Fig. 1: routing congestion map
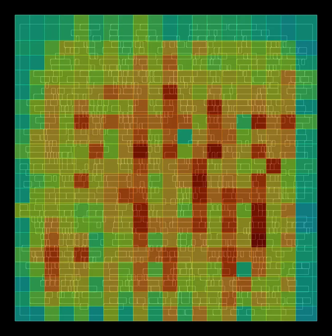
Fig. 2: met4 routing
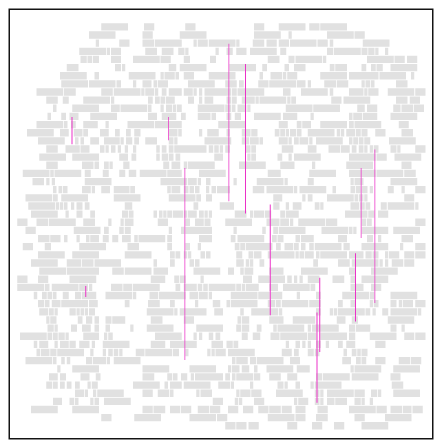
Fig. 3: clock distribution
Bar = 50 um.
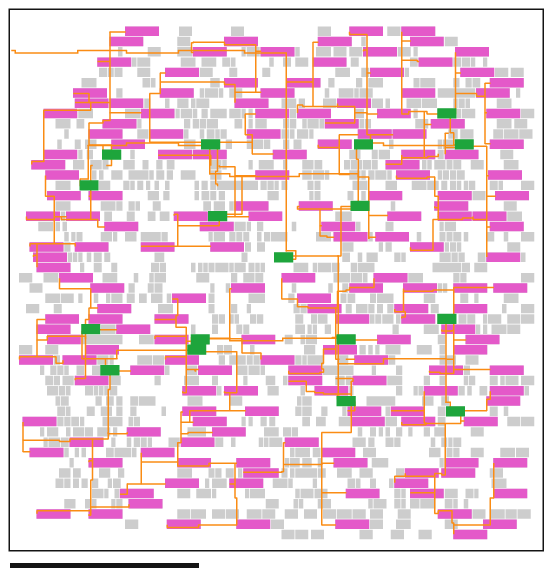
Fig. 4: sequential cells coloured by netlist name
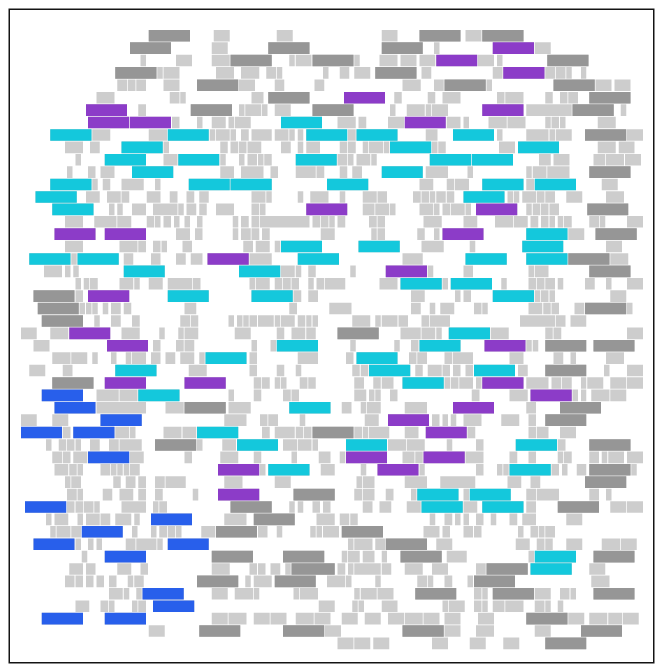
Fig. 5: I/O pins on the die edge
Pins as bars across the die edge, other pins in grey.
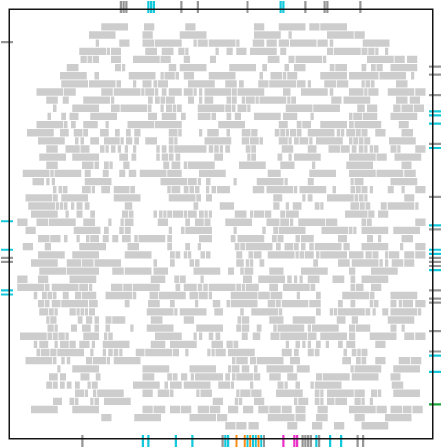
$ cat src/rtl/integration_sysinfo.sv
// Avalon-MM system-information slave: build ID, scratch, prescaled uptime counter
// with coherent 64-bit snapshot, control/status and a configurable read pipeline.
module integration_sysinfo #(
  parameter logic [31:0] SYSTEM_ID    = 32'h5334_5055,
  parameter logic [31:0] BUILD_STAMP  = 32'h0000_0000,
  parameter int          COUNT_W      = 64,
  parameter int          PRESCALE     = 1,
  parameter int          READ_LATENCY = 1
) (
  input  logic        clock,
  input  logic        reset,
  input  logic [2:0]  address,
  input  logic        read,
  input  logic        write,
  input  logic [31:0] writedata,
  input  logic [3:0]  byteenable,
  output logic [31:0] readdata,
  output logic        readdatavalid,
  output logic        wrap_irq
);

  localparam int          STAGES  = READ_LATENCY - 1;
  localparam logic [15:0] PRE_MAX = 16'(PRESCALE - 1);
  localparam logic [31:0] CAPS    = {2'(READ_LATENCY), 7'(COUNT_W), 16'(PRESCALE), 7'b0};

  typedef struct packed {
    logic        rd;
    logic        wr;
    logic [2:0]  addr;
    logic [31:0] wdata;
    logic [3:0]  be;
  } bus_req_t;

  bus_req_t             req;
  logic [31:0]          scratch;
  logic [31:0]          snap_hi;
  logic [COUNT_W-1:0]   cnt;
  logic [15:0]          pre_cnt;
  logic                 en;
  logic                 wrap;
  logic                 tick, clr, wrap_clr, wrap_set;
  logic                 wr_scr, wr_ctl, rd_lo;
  logic [31:0]          rdata_sel;
  logic [STAGES:0]        vld_pipe;
  logic [STAGES:0][31:0]  dat_pipe;

  // A read in the same cycle as a write wins; the write is dropped.
  assign req = '{rd: read, wr: write & ~read, addr: address, wdata: writedata, be: byteenable};

  assign wr_scr   = req.wr && (req.addr == 3'd2);
  assign wr_ctl   = req.wr && (req.addr == 3'd5);
  assign rd_lo    = req.rd && (req.addr == 3'd3);
  assign clr      = wr_ctl && req.be[0] && req.wdata[1];
  assign wrap_clr = wr_ctl && req.be[1] && req.wdata[8];
  assign tick     = en && (pre_cnt == PRE_MAX);
  assign wrap_set = tick && !clr && (&cnt);

  always_comb begin
    rdata_sel = '0;
    case (req.addr)
      3'd0: rdata_sel = SYSTEM_ID;
      3'd1: rdata_sel = BUILD_STAMP;
      3'd2: rdata_sel = scratch;
      3'd3: rdata_sel = cnt[31:0];
      3'd4: rdata_sel = snap_hi;
      3'd5: rdata_sel = {23'b0, wrap, 7'b0, en};
      3'd6: rdata_sel = CAPS;
      default: rdata_sel = '0;
    endcase
  end

  always_ff @(posedge clock or posedge reset) begin
    if (reset) begin
      scratch <= '0;
      en      <= 1'b1;
      wrap    <= 1'b0;
      snap_hi <= '0;
    end else begin
      for (int b = 0; b < 4; b++)
        if (wr_scr && req.be[b]) scratch[b*8 +: 8] <= req.wdata[b*8 +: 8];
      if (wr_ctl && req.be[0]) en <= req.wdata[0];
      if (wrap_set)      wrap <= 1'b1;
      else if (wrap_clr) wrap <= 1'b0;
      // Snapshot uses the pre-increment count so LO/HI stay a coherent pair.
      if (rd_lo) snap_hi <= 32'(cnt >> 32);
    end
  end

  always_ff @(posedge clock or posedge reset) begin
    if (reset) begin
      pre_cnt <= '0;
      cnt     <= '0;
    end else if (clr) begin
      pre_cnt <= '0;
      cnt     <= '0;
    end else if (en) begin
      pre_cnt <= tick ? 16'd0 : pre_cnt + 16'd1;
      if (tick) cnt <= cnt + COUNT_W'(1);
    end
  end

  // Data stages load only alongside a valid, so readdata holds between responses.
  always_ff @(posedge clock or posedge reset) begin
    if (reset) begin
      vld_pipe <= '0;
      dat_pipe <= '0;
    end else begin
      vld_pipe[0] <= req.rd;
      if (req.rd) dat_pipe[0] <= rdata_sel;
      for (int i = 1; i <= STAGES; i++) begin
        vld_pipe[i] <= vld_pipe[i-1];
        if (vld_pipe[i-1]) dat_pipe[i] <= dat_pipe[i-1];
      end
    end
  end

  assign readdata      = dat_pipe[STAGES];
  assign readdatavalid = vld_pipe[STAGES];
  assign wrap_irq      = wrap;

endmodule

$ cat config.mk
export PLATFORM = sky130hd
export DESIGN_NAME = integration_sysinfo
export DESIGN_NICKNAME = d
export VERILOG_FILES = /design/src/rtl/integration_sysinfo.sv
export SDC_FILE = /design/constraint.sdc
export NUM_CORES = 1
export LEC_CHECK = 0
export CAP_MARGIN = 15
export CELL_PAD_IN_SITES_DETAIL_PLACEMENT = 0
export CELL_PAD_IN_SITES_GLOBAL_PLACEMENT = 1
export CORE_AREA = 2 2 139 141
export CTS_BUF_LIST = sky130_fd_sc_hd__clkbuf_8
export CTS_CLUSTER_DIAMETER = 120
export DETAILED_ROUTE_END_ITERATION = 8
export DIE_AREA = 0 0 141 143
export MAX_ROUTING_LAYER = met4
export PLACE_DENSITY_LB_ADDON = 0.1
export SETUP_SLACK_MARGIN = 0.4
export SYNTH_ARGS = -nofsm -noshare
export SYNTH_HDL_FRONTEND = slang
export SYNTH_SLANG_ARGS = --single-unit
$ cat constraint.sdc
create_clock -name clock -period 7.4 [get_ports clock]
set_input_delay 1.11 -clock clock [delete_from_list [all_inputs] [get_ports clock]]
set_output_delay 1.11 -clock clock [all_outputs]
set_load 0.005 [all_outputs]
==> flow_metrics.py <==
# Synthesis and PnR figures
metrics = {
    "power": {
        "maxPowerGroup": "sequential cells",
        "combPwrFrac_pct": 21.0,
        "p_int_uw": 1775,
        "p_leak_uw": 0.004004,
    },
    "grt": {
        "grt_pass1_wl_um": 36650,
        "top_usage_layer": "met2",
    },
    "clock_tree": {
        "cts.path.max_buffers": 2,
        "cts_resized": 0,
    },
    "setup_path": {
        "cpPeakStageDelay_ns": 0.94,
        "rr_endpoint": "cnt[58]",
        "cp-end-kind": "register",
        "worstSetupStartpoint": "address[1]",
        "r2r-start": "pre_cnt[0]",
    },
    "synth": {
        "synth.distinct_cells": 53,
        "ys_warn_count": 0,
        "top_cells_by_area": "dfrtp_1, mux2_2, xnor2_1",
        "synthFlopType": "dfrtp_1",
        "synthCells": 873,
        "ys_sh_xor_pct": 5.847,
        "compound_area_share_pct": 8.583,
    },
    "drt": {
        "firstDrtPassIters": 5,
        "via_per_inst": 5.704,
        "met3_length_um": 1094,
        "wl_met2_um": 11100,
    },
    "final_timing": {
        "fin_ws_ns": 3.367,
        "slew_viol_final": 0,
        "worst_pin_slew_ns": 1.003,
        "whs_ns": 0.4874,
        "setup_viol": 0,
        "period_used_pct": 54.50,
    },
    "layout": {
        "comb_cells": 590,
        "utilization_pct": 54.13,
        "layout_top_cells": "dfrtp_1, nor2_1, clkdlybuf4s50_1, a21oi_1, mux2_2",
        "drive_gt1_share_pct": 13.62,
        "fin_cells": 1181,
        "comb_area_um2": 3811,
        "comb_area_share_pct": 37.89,
        "regArea_um2": 4481,
        "largest_register_ffs": 64,
        "buffers_excl_clock": 84,
        "seq_share_pct": 44.55,
        "regMostFlops": "cnt",
    },
    "floorplan": {
        "n_tap_cell": 234,
    },
    "job": {
        "tool_warnings": 27,
    },
    "place": {
        "gp_congestion": 0.8656,
    },
    "hold_path": {
        "hp-class": "register to register",
        "holdPathStages": 2,
    },
    "outcome": {
        "status": "finished, final reports clean",
    },
}
-- Fig. 1 (at the start) --
GRT met3 Usage: 4.326%
met1 Use GR: 32.02%
GRT met2 Usage: 38.90%
detailed-route wire length per cell: 19.24 um

-- Fig. 2 (at the start) --
The layer carries 373 um of wire. The longest straight run is 63.9 um. The layer holds 1.6% of the routed length.
Vias: 6,737
final wirelength: 22,720 um

-- Fig. 3 (at the start) --
Key: magenta = flip-flops [count 179]; green = clock drivers [count 17]; orange = clock wires [length 2,270 um]
There are 18 routed clock nets.

-- Fig. 4 (at the start) --
Key: blue = pre_cnt [flops 16, where south-west]; cyan = cnt [flops 64]; purple = snap_hi [flops 32]
Another 67 sequential cells are not coloured.

-- Fig. 5 (at the start) --
Key: cyan = writedata [pins 32, direction input, edge 13 south, 10 east, 5 north, 4 west]; orange = byteenable [pins 4, direction input, edge south]; green = reset [pins 1, direction input, edge east]; magenta = address [pins 3, direction input, edge south]
All pins by edge: 30 south, 25 east, 15 north, 7 west.
die height: 143 um
Port Buffer Count: 76

Power and IR drop assume default switching activity.
